`src/rtl/pkt_deframer.sv`:
```
// Serial-to-parallel packet deframer: hunts for a sync field in a shift window and
// hands aligned packets over with valid/ack. Define SYNC_TOL_EN for 1-bit sync tolerance.
module pkt_deframer #(
  parameter int                PKT_W    = 64,
  parameter int                SYNC_W   = 8,
  parameter int                SYNC_LSB = 38,
  parameter logic [SYNC_W-1:0] SYNC_PAT = {SYNC_W{1'b1}},
  parameter int                CNT_W    = 16
) (
  input  logic             clk,
  input  logic             rst,
  input  logic             din,
  input  logic             en,
  input  logic             pkt_rst,
  input  logic             pkt_ack,
  output logic [PKT_W-1:0] pkt_data,
  output logic             pkt_valid,
  output logic             ovf,
  output logic [CNT_W-1:0] pkt_cnt
);

  localparam int BC_W = $clog2(PKT_W + 1);

  typedef enum logic {FILL, ARMED} state_t;

  state_t           state_q;
  // The window MSB is never needed after a shift, so only PKT_W-1 bits are stored.
  logic [PKT_W-2:0] sreg_q;
  logic [PKT_W-1:0] sreg_d;
  logic [BC_W-1:0]  bcnt_q;
  logic [BC_W-1:0]  bcnt_d;
  logic [PKT_W-1:0] data_q;
  logic             valid_q;
  logic             ovf_q;
  logic [CNT_W-1:0] cnt_q;
  logic             sync_ok;
  logic             match;
  logic             take;

  always_comb begin
    sreg_d = {sreg_q, din};
    bcnt_d = (bcnt_q == BC_W'(PKT_W)) ? bcnt_q : bcnt_q + BC_W'(1);
  end

`ifdef SYNC_TOL_EN
  localparam int PC_W = $clog2(SYNC_W + 1);

  logic [SYNC_W-1:0] diff;
  logic [PC_W-1:0]   ones;

  always_comb begin
    diff = sreg_d[SYNC_LSB +: SYNC_W] ^ SYNC_PAT;
    ones = '0;
    for (int i = 0; i < SYNC_W; i++) begin
      ones = ones + PC_W'(diff[i]);
    end
    sync_ok = (ones <= PC_W'(1));
  end
`else
  always_comb begin
    sync_ok = (sreg_d[SYNC_LSB +: SYNC_W] == SYNC_PAT);
  end
`endif

  always_comb begin
    match = en && !pkt_rst && (state_q == ARMED) && sync_ok;
    take  = !valid_q || pkt_ack;
  end

  always_ff @(posedge clk) begin
    if (!rst) begin
      state_q <= FILL;
      sreg_q  <= '0;
      bcnt_q  <= '0;
      data_q  <= '0;
      valid_q <= 1'b0;
      ovf_q   <= 1'b0;
      cnt_q   <= '0;
    end else if (pkt_rst) begin
      state_q <= FILL;
      sreg_q  <= '0;
      bcnt_q  <= '0;
      ovf_q   <= 1'b0;
      if (pkt_ack) begin
        valid_q <= 1'b0;
      end
    end else if (match) begin
      // A matched window is consumed whether it is captured or dropped.
      state_q <= FILL;
      sreg_q  <= '0;
      bcnt_q  <= '0;
      if (take) begin
        data_q  <= sreg_d;
        valid_q <= 1'b1;
        cnt_q   <= cnt_q + CNT_W'(1);
      end else begin
        ovf_q <= 1'b1;
      end
    end else begin
      if (pkt_ack) begin
        valid_q <= 1'b0;
      end
      if (en) begin
        sreg_q  <= sreg_d[PKT_W-2:0];
        bcnt_q  <= bcnt_d;
        state_q <= (bcnt_d >= BC_W'(PKT_W - 1)) ? ARMED : FILL;
      end
    end
  end

  assign pkt_data  = data_q;
  assign pkt_valid = valid_q;
  assign ovf       = ovf_q;
  assign pkt_cnt   = cnt_q;

endmodule
```
`config.mk`:
```
export PLATFORM = sky130hd
export DESIGN_NAME = pkt_deframer
export DESIGN_NICKNAME = d
export VERILOG_FILES = /design/src/rtl/pkt_deframer.sv
export SDC_FILE = /design/constraint.sdc
export NUM_CORES = 1
export LEC_CHECK = 0
export CAP_MARGIN = 0
export CELL_PAD_IN_SITES_DETAIL_PLACEMENT = 0
export CELL_PAD_IN_SITES_GLOBAL_PLACEMENT = 1
export CORE_MARGIN = 2
export CORE_UTILIZATION = 40
export CTS_BUF_LIST = sky130_fd_sc_hd__clkbuf_16
export CTS_CLUSTER_SIZE = 16
export DETAILED_ROUTE_END_ITERATION = 12
export PLACE_DENSITY = 0.88
export SETUP_SLACK_MARGIN = 0.1
export SKIP_CTS_REPAIR_TIMING = 1
export SLEW_MARGIN = 10
export SYNTH_ARGS = -nofsm -noshare
export SYNTH_HDL_FRONTEND = slang
export SYNTH_SLANG_ARGS = --single-unit
```
`constraint.sdc`:
```
create_clock -name clk -period 1.8 [get_ports clk]
set_input_delay 0.18 -clock clk [delete_from_list [all_inputs] [get_ports clk]]
set_output_delay 0.18 -clock clk [all_outputs]
set_load 0.05 [all_outputs]
```
==> qor.yml <==
path_delay_family: "AND-OR/OR-AND gates"
vdd_ir_drop_max_mv: 0.527
yosysTopAreaCellShare_pct: 53.7
synthesis.nets: 644
dp_cells: 880
period_needed_ns: 1.64
holdWs_ns: 0.355
setup-tns-final_ns: 0
worst_pin_slew_ns: 0.799
yosys_area_mm2: 0.00571
ys_seq_share_pct: 53.7
slew_violations: 0
p_total_mw: 6.72
warning_count: 29
finalClockPeriodUsage_pct: 91.3
slowest_stage: "a2111oi_0"
path_cells: "buf_4 -> a21bo_2 -> a2111oi_0 -> o32ai_2 -> a21oi_1"
ys.flop_type: "dfxtp_1"
io_buffers: 87
num-nets-final: 733
max_freq_mhz: 609
first_pass_iters: 4
status: "complete, no violations"
setup-violations-final: 0
ys_seq_elements: 153
leakage_nw: 4.20
post-route-drc-count: 0
vias_per_cell: 5.01
cpPeakStageDelay_ns: 0.55
syn_avg_cell_area_um2: 9.00
crit_fanout: 7
fin_cells: 915
end_kind: "flop"
yosysWarnings: 0
cts_tree: "yes"
drive_gt1_share_pct: 11.7
cts_max_path_buffers: 2
post-route-util_pct: 55.2
netlist_area_mm2: 0.00571
cp.arrival_ns: 1.99
grt_pass1_wl_mm: 20.3
clk_pin_slew_ns: 0.06
synthCells: 634
common_cells: "dfxtp_1, nand2_1, nor2_1"
maxCapViolCount: 0
-- flip-flops by register name, indices dropped and copies added, names as in the netlist --
signal,flops
bcnt_q,7
pkt_data,64
ovf,1
pkt_cnt,16
sreg_q,63
pkt_valid,1
state_q,1
-- cell type report --
cell class                 count  area share, %
inverter                       6          0.294
timing repair buffer         114           17.8
multi-input combinational    431           31.9
sequential                   153           40.2
tap                          180           2.94
clock inverter                14           1.27
clock buffer                  17           5.55
-- cells by family after synthesis --
kind of cell	share of synthesized area [%]
and+or+nand+nor	19.8
xor gates and xnor gates	0.921
AOI/OAI and AO/OA	9.17
buffers and inverters	4.01
DFF	53.7
muxes	11.6
adders and majority gates	0.877
-- stage by stage --
step	area (µm²)	worst slack, ns
after global routing	7660	0.00964
after global placement	6870	-0.154
after detailed placement	6870	-0.235
after floorplan	5720	0.102
after CTS	7390	-0.0833
final	7660	0.157
-- worst paths after layout --
path	slack (ns)	end	cells past startpoint	from
setup reg to reg	0.16	state_q	5	bcnt_q[3]
setup / recovery	0.16	state_q	5	bcnt_q[3]
hold / removal	0.35	pkt_data[0]	3	din
hold reg to reg	0.45	pkt_data[53]	2	pkt_data[53]
-- routing by layer --
layer / part of all wire (%) / routed length [µm] / global-route usage (%) / vias up
li1: - / - / - / 2312
met1: 45 / 5540 / 19.9 / 2155
met2: 49 / 6010 / 28.6 / 94
met3: 4.2 / 523 / 4.01 / 21
met4: 2.0 / 245 / 7.88 / 0
met5: 0 / 0 / 0 / -
-- power by group --
part	internal, mW	switching (mW)	total, mW
logic	0.0677	0.109	0.177
registers	3.39	0.00383	3.39
clock network	1.75	1.40	3.15
-- worst register-to-register path, cell delays in order (launching register included) --
cell       delay, ns
dfxtp_1         0.33
buf_4           0.15
a21bo_2         0.22
a2111oi_0       0.55
o32ai_2         0.17
a21oi_1         0.16
Cells colored by class:
The bar under the picture is 20 µm long. Fill, decap, tap and diode cells in gray.
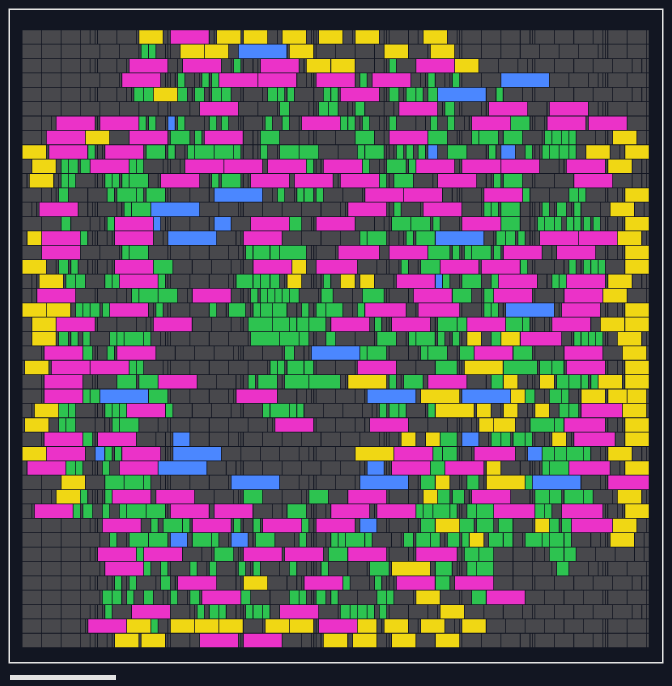
[yellow] remaining buffers and delay cells | cells: 114 | share of their area: 18%
[green] remaining logic cells | cells: 437 | share of their area: 33%
[blue] clock drivers and dummy loads | cells: 31 | share of their area: 7.0%
[magenta] registers | cells: 153 | share of their area: 41%
Site Rows: 43
post-route cell area: 0.00766 mm²
sequential fraction of total cell area: 40.2%
core footprint: 0.0139 mm²

Clock wires, drivers and flops:
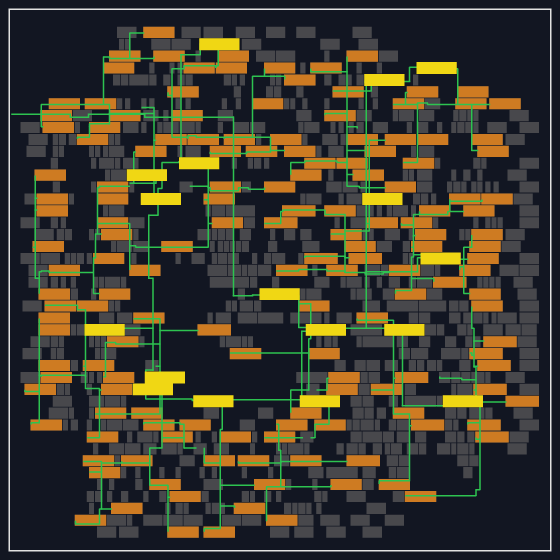
[yellow] clock-net drivers | count: 17
[orange] flip-flops | count: 153
[green] clock wires | length: 1790 µm
flops lie: widely spread
routed clock nets: 18
Latency at later pin: 0.42 ns
Clk network pwr share: 46.9%
clock skew: 0.0149 ns
Power Clock: 3.15 mW

Power is estimated from default activity; no workload was simulated.
